Fig. 1: M1 wires
The bar under the picture is 20 um long. Supply wires on this layer in grey.
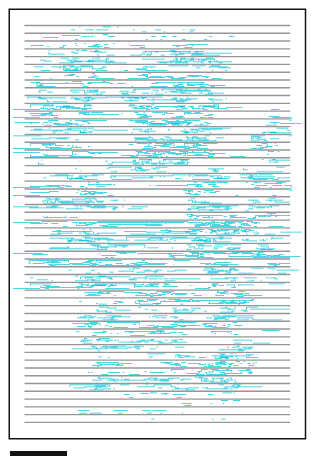
Fig. 2: the metal 2 layer
Cells faint in the background.
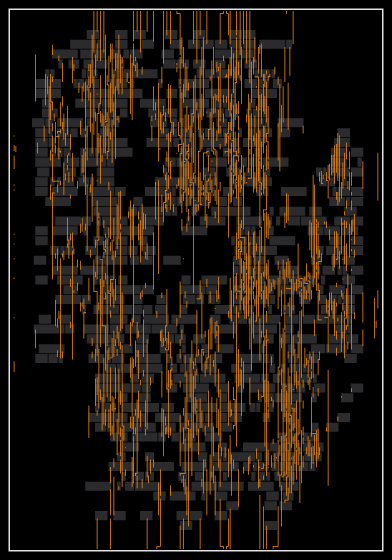
==> src/rtl/adc_trigger_gen_if.sv <==
// Bus between the ADC trigger generator and its environment.
interface adc_trigger_gen_if #(
    parameter int unsigned DATA_W = 12,
    parameter int unsigned CNT_W  = 8
);
    logic              i_arm;
    logic [DATA_W-1:0] i_adc_data;
    logic              i_adc_valid;
    logic [DATA_W-1:0] i_threshold;
    logic              i_polarity;
    logic [CNT_W-1:0]  i_min_width;
    logic [15:0]       i_holdoff;
    logic              i_sw_trig;
    logic              o_trigger;
    logic              o_trig_src;
    logic [15:0]       o_trig_count;
    logic [15:0]       o_trig_ts;

    // Controller / stimulus side.
    modport master (
        output i_arm, i_adc_data, i_adc_valid, i_threshold, i_polarity,
               i_min_width, i_holdoff, i_sw_trig,
        input  o_trigger, o_trig_src, o_trig_count, o_trig_ts
    );

    // Trigger generator side.
    modport slave (
        input  i_arm, i_adc_data, i_adc_valid, i_threshold, i_polarity,
               i_min_width, i_holdoff, i_sw_trig,
        output o_trigger, o_trig_src, o_trig_count, o_trig_ts
    );
endinterface

==> src/rtl/adc_trigger_gen.sv <==
// Self-triggering threshold discriminator with software force, holdoff and re-arm.
module adc_trigger_gen #(
    parameter int unsigned DATA_W = 12,
    parameter int unsigned CNT_W  = 8
) (
    input  logic             clk,
    input  logic             rst,
    adc_trigger_gen_if.slave bus
);
    localparam int unsigned TS_W = 16;
    localparam int unsigned HO_W = 16;
    localparam int unsigned QC_W = CNT_W + 1;

    typedef enum logic [2:0] {
        S_IDLE,
        S_SEARCH,
        S_QUALIFY,
        S_FIRE,
        S_HOLDOFF,
        S_REARM
    } state_t;

    state_t           r_state;
    state_t           w_state_nxt;
    logic [CNT_W-1:0] r_qcnt;
    logic [CNT_W-1:0] w_qcnt_nxt;
    logic [TS_W-1:0]  r_idx;
    logic [HO_W-1:0]  r_hold;
    logic             r_src_pend;
    logic [TS_W-1:0]  r_qual_ts;
    logic             r_trigger;
    logic             r_trig_src;
    logic [15:0]      r_trig_count;
    logic [TS_W-1:0]  r_trig_ts;

    logic             w_over;
    logic             w_valid_over;
    logic             w_valid_under;
    logic [CNT_W-1:0] w_eff_width;
    logic [QC_W-1:0]  w_qcnt_inc;
    logic             w_fire_sw;
    logic             w_fire_thr;

    // Strict unsigned compare in the selected direction; zero width means one.
    assign w_over        = bus.i_polarity ? (bus.i_adc_data < bus.i_threshold)
                                          : (bus.i_adc_data > bus.i_threshold);
    assign w_valid_over  = bus.i_adc_valid & w_over;
    assign w_valid_under = bus.i_adc_valid & ~w_over;
    assign w_eff_width   = (bus.i_min_width == '0) ? CNT_W'(1) : bus.i_min_width;
    assign w_qcnt_inc    = {1'b0, r_qcnt} + QC_W'(1);

    // Next-state logic; losing arm aborts everything except an in-flight FIRE.
    always_comb begin
        w_state_nxt = r_state;
        w_qcnt_nxt  = r_qcnt;
        w_fire_sw   = 1'b0;
        w_fire_thr  = 1'b0;
        case (r_state)
            S_IDLE: begin
                if (bus.i_arm) w_state_nxt = S_SEARCH;
            end
            S_SEARCH: begin
                if (!bus.i_arm) begin
                    w_state_nxt = S_IDLE;
                    w_qcnt_nxt  = '0;
                end else if (bus.i_sw_trig) begin
                    w_state_nxt = S_FIRE;
                    w_fire_sw   = 1'b1;
                end else if (w_valid_over) begin
                    if (w_eff_width == CNT_W'(1)) begin
                        w_state_nxt = S_FIRE;
                        w_fire_thr  = 1'b1;
                    end else begin
                        w_state_nxt = S_QUALIFY;
                        w_qcnt_nxt  = CNT_W'(1);
                    end
                end
            end
            S_QUALIFY: begin
                if (!bus.i_arm) begin
                    w_state_nxt = S_IDLE;
                    w_qcnt_nxt  = '0;
                end else if (bus.i_sw_trig) begin
                    w_state_nxt = S_FIRE;
                    w_qcnt_nxt  = '0;
                    w_fire_sw   = 1'b1;
                end else if (w_valid_over) begin
                    if (w_qcnt_inc == {1'b0, w_eff_width}) begin
                        w_state_nxt = S_FIRE;
                        w_qcnt_nxt  = '0;
                        w_fire_thr  = 1'b1;
                    end else begin
                        w_qcnt_nxt  = w_qcnt_inc[CNT_W-1:0];
                    end
                end else if (w_valid_under) begin
                    w_state_nxt = S_SEARCH;
                    w_qcnt_nxt  = '0;
                end
            end
            S_FIRE: begin
                w_state_nxt = bus.i_arm ? S_HOLDOFF : S_IDLE;
            end
            S_HOLDOFF: begin
                if (!bus.i_arm)             w_state_nxt = S_IDLE;
                else if (r_hold <= HO_W'(1)) w_state_nxt = S_REARM;
            end
            S_REARM: begin
                if (!bus.i_arm)        w_state_nxt = S_IDLE;
                else if (w_valid_under) w_state_nxt = S_SEARCH;
            end
            default: begin
                w_state_nxt = S_IDLE;
                w_qcnt_nxt  = '0;
            end
        endcase
    end

    // State, sample index, holdoff timer and readout registers.
    always_ff @(posedge clk) begin
        if (rst) begin
            r_state      <= S_IDLE;
            r_qcnt       <= '0;
            r_idx        <= '0;
            r_hold       <= '0;
            r_src_pend   <= 1'b0;
            r_qual_ts    <= '0;
            r_trigger    <= 1'b0;
            r_trig_src   <= 1'b0;
            r_trig_count <= '0;
            r_trig_ts    <= '0;
        end else begin
            r_state   <= w_state_nxt;
            r_qcnt    <= w_qcnt_nxt;
            r_trigger <= (w_state_nxt == S_FIRE);

            if (!bus.i_arm)           r_idx <= '0;
            else if (bus.i_adc_valid) r_idx <= r_idx + TS_W'(1);

            // Remember the source and the qualifying sample's index for FIRE.
            if (w_fire_sw || w_fire_thr) begin
                r_src_pend <= w_fire_sw;
                r_qual_ts  <= r_idx;
            end

            if (r_state == S_FIRE) begin
                r_trig_src <= r_src_pend;
                r_trig_ts  <= r_src_pend ? r_idx : r_qual_ts;
                if (r_trig_count != 16'hFFFF) r_trig_count <= r_trig_count + 16'd1;
                r_hold <= (bus.i_holdoff == '0) ? HO_W'(1) : bus.i_holdoff;
            end else if (r_state == S_HOLDOFF && r_hold != '0) begin
                r_hold <= r_hold - HO_W'(1);
            end
        end
    end

    assign bus.o_trigger    = r_trigger;
    assign bus.o_trig_src   = r_trig_src;
    assign bus.o_trig_count = r_trig_count;
    assign bus.o_trig_ts    = r_trig_ts;
endmodule

==> src/flat_wrapper.sv <==
// flat-port wrapper written by rule: the top's interface ports become plain ports
module adc_trigger_gen_flat 
#(
    parameter int unsigned DATA_W = 12,
    parameter int unsigned CNT_W  = 8
)
  (clk, rst, bus_i_arm, bus_i_adc_data, bus_i_adc_valid, bus_i_threshold, bus_i_polarity, bus_i_min_width, bus_i_holdoff, bus_i_sw_trig, bus_o_trigger, bus_o_trig_src, bus_o_trig_count, bus_o_trig_ts);
  adc_trigger_gen_if #(.DATA_W(DATA_W), .CNT_W(CNT_W)) bus_i ();
  input  logic clk;
  input  logic rst;
  input wire logic [$bits(bus_i.i_arm)-1:0] bus_i_arm;
  input wire logic [$bits(bus_i.i_adc_data)-1:0] bus_i_adc_data;
  input wire logic [$bits(bus_i.i_adc_valid)-1:0] bus_i_adc_valid;
  input wire logic [$bits(bus_i.i_threshold)-1:0] bus_i_threshold;
  input wire logic [$bits(bus_i.i_polarity)-1:0] bus_i_polarity;
  input wire logic [$bits(bus_i.i_min_width)-1:0] bus_i_min_width;
  input wire logic [$bits(bus_i.i_holdoff)-1:0] bus_i_holdoff;
  input wire logic [$bits(bus_i.i_sw_trig)-1:0] bus_i_sw_trig;
  output wire logic [$bits(bus_i.o_trigger)-1:0] bus_o_trigger;
  output wire logic [$bits(bus_i.o_trig_src)-1:0] bus_o_trig_src;
  output wire logic [$bits(bus_i.o_trig_count)-1:0] bus_o_trig_count;
  output wire logic [$bits(bus_i.o_trig_ts)-1:0] bus_o_trig_ts;
  assign bus_i.i_arm = bus_i_arm;
  assign bus_i.i_adc_data = bus_i_adc_data;
  assign bus_i.i_adc_valid = bus_i_adc_valid;
  assign bus_i.i_threshold = bus_i_threshold;
  assign bus_i.i_polarity = bus_i_polarity;
  assign bus_i.i_min_width = bus_i_min_width;
  assign bus_i.i_holdoff = bus_i_holdoff;
  assign bus_i.i_sw_trig = bus_i_sw_trig;
  assign bus_o_trigger = bus_i.o_trigger;
  assign bus_o_trig_src = bus_i.o_trig_src;
  assign bus_o_trig_count = bus_i.o_trig_count;
  assign bus_o_trig_ts = bus_i.o_trig_ts;
  adc_trigger_gen #(.DATA_W(DATA_W), .CNT_W(CNT_W)) u_core (.clk(clk), .rst(rst), .bus(bus_i));
endmodule
==> config.mk <==
export PLATFORM = sky130hd
export DESIGN_NAME = adc_trigger_gen_flat
export DESIGN_NICKNAME = d
export VERILOG_FILES = /design/src/rtl/adc_trigger_gen_if.sv /design/src/rtl/adc_trigger_gen.sv /design/src/flat_wrapper.sv
export SDC_FILE = /design/constraint.sdc
export NUM_CORES = 1
export LEC_CHECK = 0
export CORE_ASPECT_RATIO = 1.5
export CORE_MARGIN = 5
export CORE_UTILIZATION = 40
export CTS_BUF_LIST = sky130_fd_sc_hd__clkbuf_8
export DETAILED_ROUTE_END_ITERATION = 8
export HOLD_SLACK_MARGIN = 0.12
export PLACE_DENSITY = 0.69
export REMOVE_ABC_BUFFERS = 1
export SETUP_SLACK_MARGIN = 0.2
export SLEW_MARGIN = 25
export SYNTH_ARGS = -nofsm -noshare
export SYNTH_HDL_FRONTEND = slang
export SYNTH_SLANG_ARGS = --single-unit
==> constraint.sdc <==
create_clock -name clk -period 4.5 [get_ports clk]
set_input_delay 0.45 -clock clk [delete_from_list [all_inputs] [get_ports clk]]
set_output_delay 0.45 -clock clk [all_outputs]
set_load 0.1 [all_outputs]
==> results.cfg <==
; yosys + openroad results
[yosys]
ys_cells = 623
synth_area_leader_cell = dfxtp_1
fa_ha_area_share_pct = 4.09
ys_warn_count = 0
aoi_share_pct = 17.1
most_common_cell = dfxtp_1
synth-seq-cells = 94
syn_area_um2 = 5190
yosys.stat.seqShare_pct = 36.2
yosys_area_um2 = 5190
synth_top_flop_cell = dfxtp_1
async_flop_share_pct = 0
synth_cell_types = 58
edf_count = 0
synthSimpleGateAreaFrac_pct = 25.0
area_leaders = dfxtp_1 36%, mux2i_1 6.7%, nor2_1 6.0%
synthDominantCellAreaShare_pct = 36.2
ys_top_logic_family = simple AND/OR/NAND/NOR gates
synthXorXnorAreaFrac_pct = 5.73
yosys-top-cells-count = 94 x dfxtp_1, 83 x nor2_1, 41 x a21oi_1, 41 x nand2_1, 35 x mux2i_1
synthMuxAreaShare_pct = 6.96

[layout]
diodes = 0
drive_gt1_share_pct = 5.15
seq_area_um2 = 1880
dominant_cells = combinational gates
final_cell_count_no_fill = 858
syn_to_final_growth_pct = 21.9
nNonClkBuffers = 91
final_cell_mix = 94 x dfxtp_1, 86 x clkdlybuf4s50_1, 82 x nor2_1, 41 x nand2_1, 41 x a21oi_1
clockBufferCount = 11
final.fill_count = 1235
nNonClkInverters = 23
finalNetCount = 765
seq-cell-share_pct = 29.7
buffer_area_share_pct = 14.1
combGateArea_um2 = 3060
lay_top_count = dfxtp_1
final_util_pct = 49.1
logic_gates = 475
fin_area_um2 = 6330

[critical_path]
crit_cells = 11
cp_max_fo = 17
timing.rr.end = u_core.r_qual_ts[12]$_SDFFE_PP0P_
path_class = in -> reg
critPathTopFamily = AND-OR/OR-AND gates
rr_worst_depth = 9
critPathLaunchType = input pin
reg2reg_slack_ns = 1.34
cp_cell_sequence = clkdlybuf4s50_1 > inv_1 > ha_1 > a41o_1 > a21oi_1 > o21ai_0 > or3_1 > a2111oi_2 > o21bai_2 > a31oi_4 > mux2i_1
critPathSlowestCell = a31oi_4
cp-startpoint = bus_i_threshold[6]
slowest_delay_ns = 0.66
worst-path-buf-inv = 2
endpoint = u_core.r_qual_ts[12]$_SDFFE_PP0P_

[detailed_routing]
drc_errors = 0
top_layer = met4
wl_met3_um = 533
wl_per_cell_um = 14.4
antenna_left = 0
wl_met1_um = 5200
met2_length_um = 6320
drt-initial-drc-count = 175
drtPass1Iterations = 4

[min_path]
hold_path.class = reg -> reg
min_to = u_core.bus.o_trig_src$_SDFFE_PP0P_
worstHoldStart = u_core.bus.o_trig_src$_SDFFE_PP0P_
min_path_cells = 2

[timing]
rsz0062_at_grt = no
timing.final.ws_setup_ns = 1.06
worst_slew_pin_slew_ns = 1.10
hold_violations = 0
fin_crit_sh_pct = 76.4
finalClockSkew_ns = 0.00987
finalSetupViolCount = 0
fmax_mhz = 291
slew_viol_final = 0
slew_headroom_pct = 26.6

[die]
rows = 51
fp_util_pct = 40.3
die_h_um = 150
die_area_um2 = 15400
io_pins = 88
die_w_um = 103
tap_cells = 159

[grt]
grt_pass1_vias = 4630
overflow = 0
grtUsageTotal_pct = 16.3
grtUsageMet2_pct = 29.6
busiest_layer = met2
grt_pass1_wl_um = 20500
grt_max_degree = 61
grtUsageMet3_pct = 2.75
antenna_found_initial = 0

[clock_tree]
cts.clk_slew.worst_paths_ns = 0.09
clock.latency.late_pin_ns = 0.37
htreeDepth = 3
postCtsResizedCells = 0
cts_tree = done
cts_hold_buf = 0
cts_buffers = 9
cts_max_path_buffers = 2
cts_sinks = 94
root_buffer = clkbuf_8
post_cts_buffers = 0

[pwr]
comb_cell_power_uw = 159
swShare_pct = 24.2
sequentialPowerShare_pct = 53.3
p_leak_uw = 0.00216
finalPower_uw = 1590
maxPowerGroup = registers
pwr-share-comb_pct = 10.0
p_clk_uw = 582
switching_power_uw = 384
p_per_area_nw_per_um2 = 250
p_clk_share_pct = 36.7
ir_worst_vdd_mv = 0.188
intPower_uw = 1200

[run_status]
outcome = finished clean

[placed_design]
routabilityCongestion = 0.870
io_buffers = 87
dp_hpwl_um = 8990
preCtsSetupSlack_ns = 0.690
dp.cells = 842
placed_area_um2 = 6120

[run]
max-cap-violations = 0
log.warning_count = 26
## Picture notes: Fig. 1
main direction	horizontal
longest straight run	39.1 um
nets with wire on the layer	710
share of all routed wire	42%
wire length on this layer	5200 um
via count: 4643
routed wire length: 12300 um
met1 usage: 18.4%

## Picture notes: Fig. 2
share of all routed wire	51%
wire length on this layer	6320 um

Power and IR drop assume default switching activity.
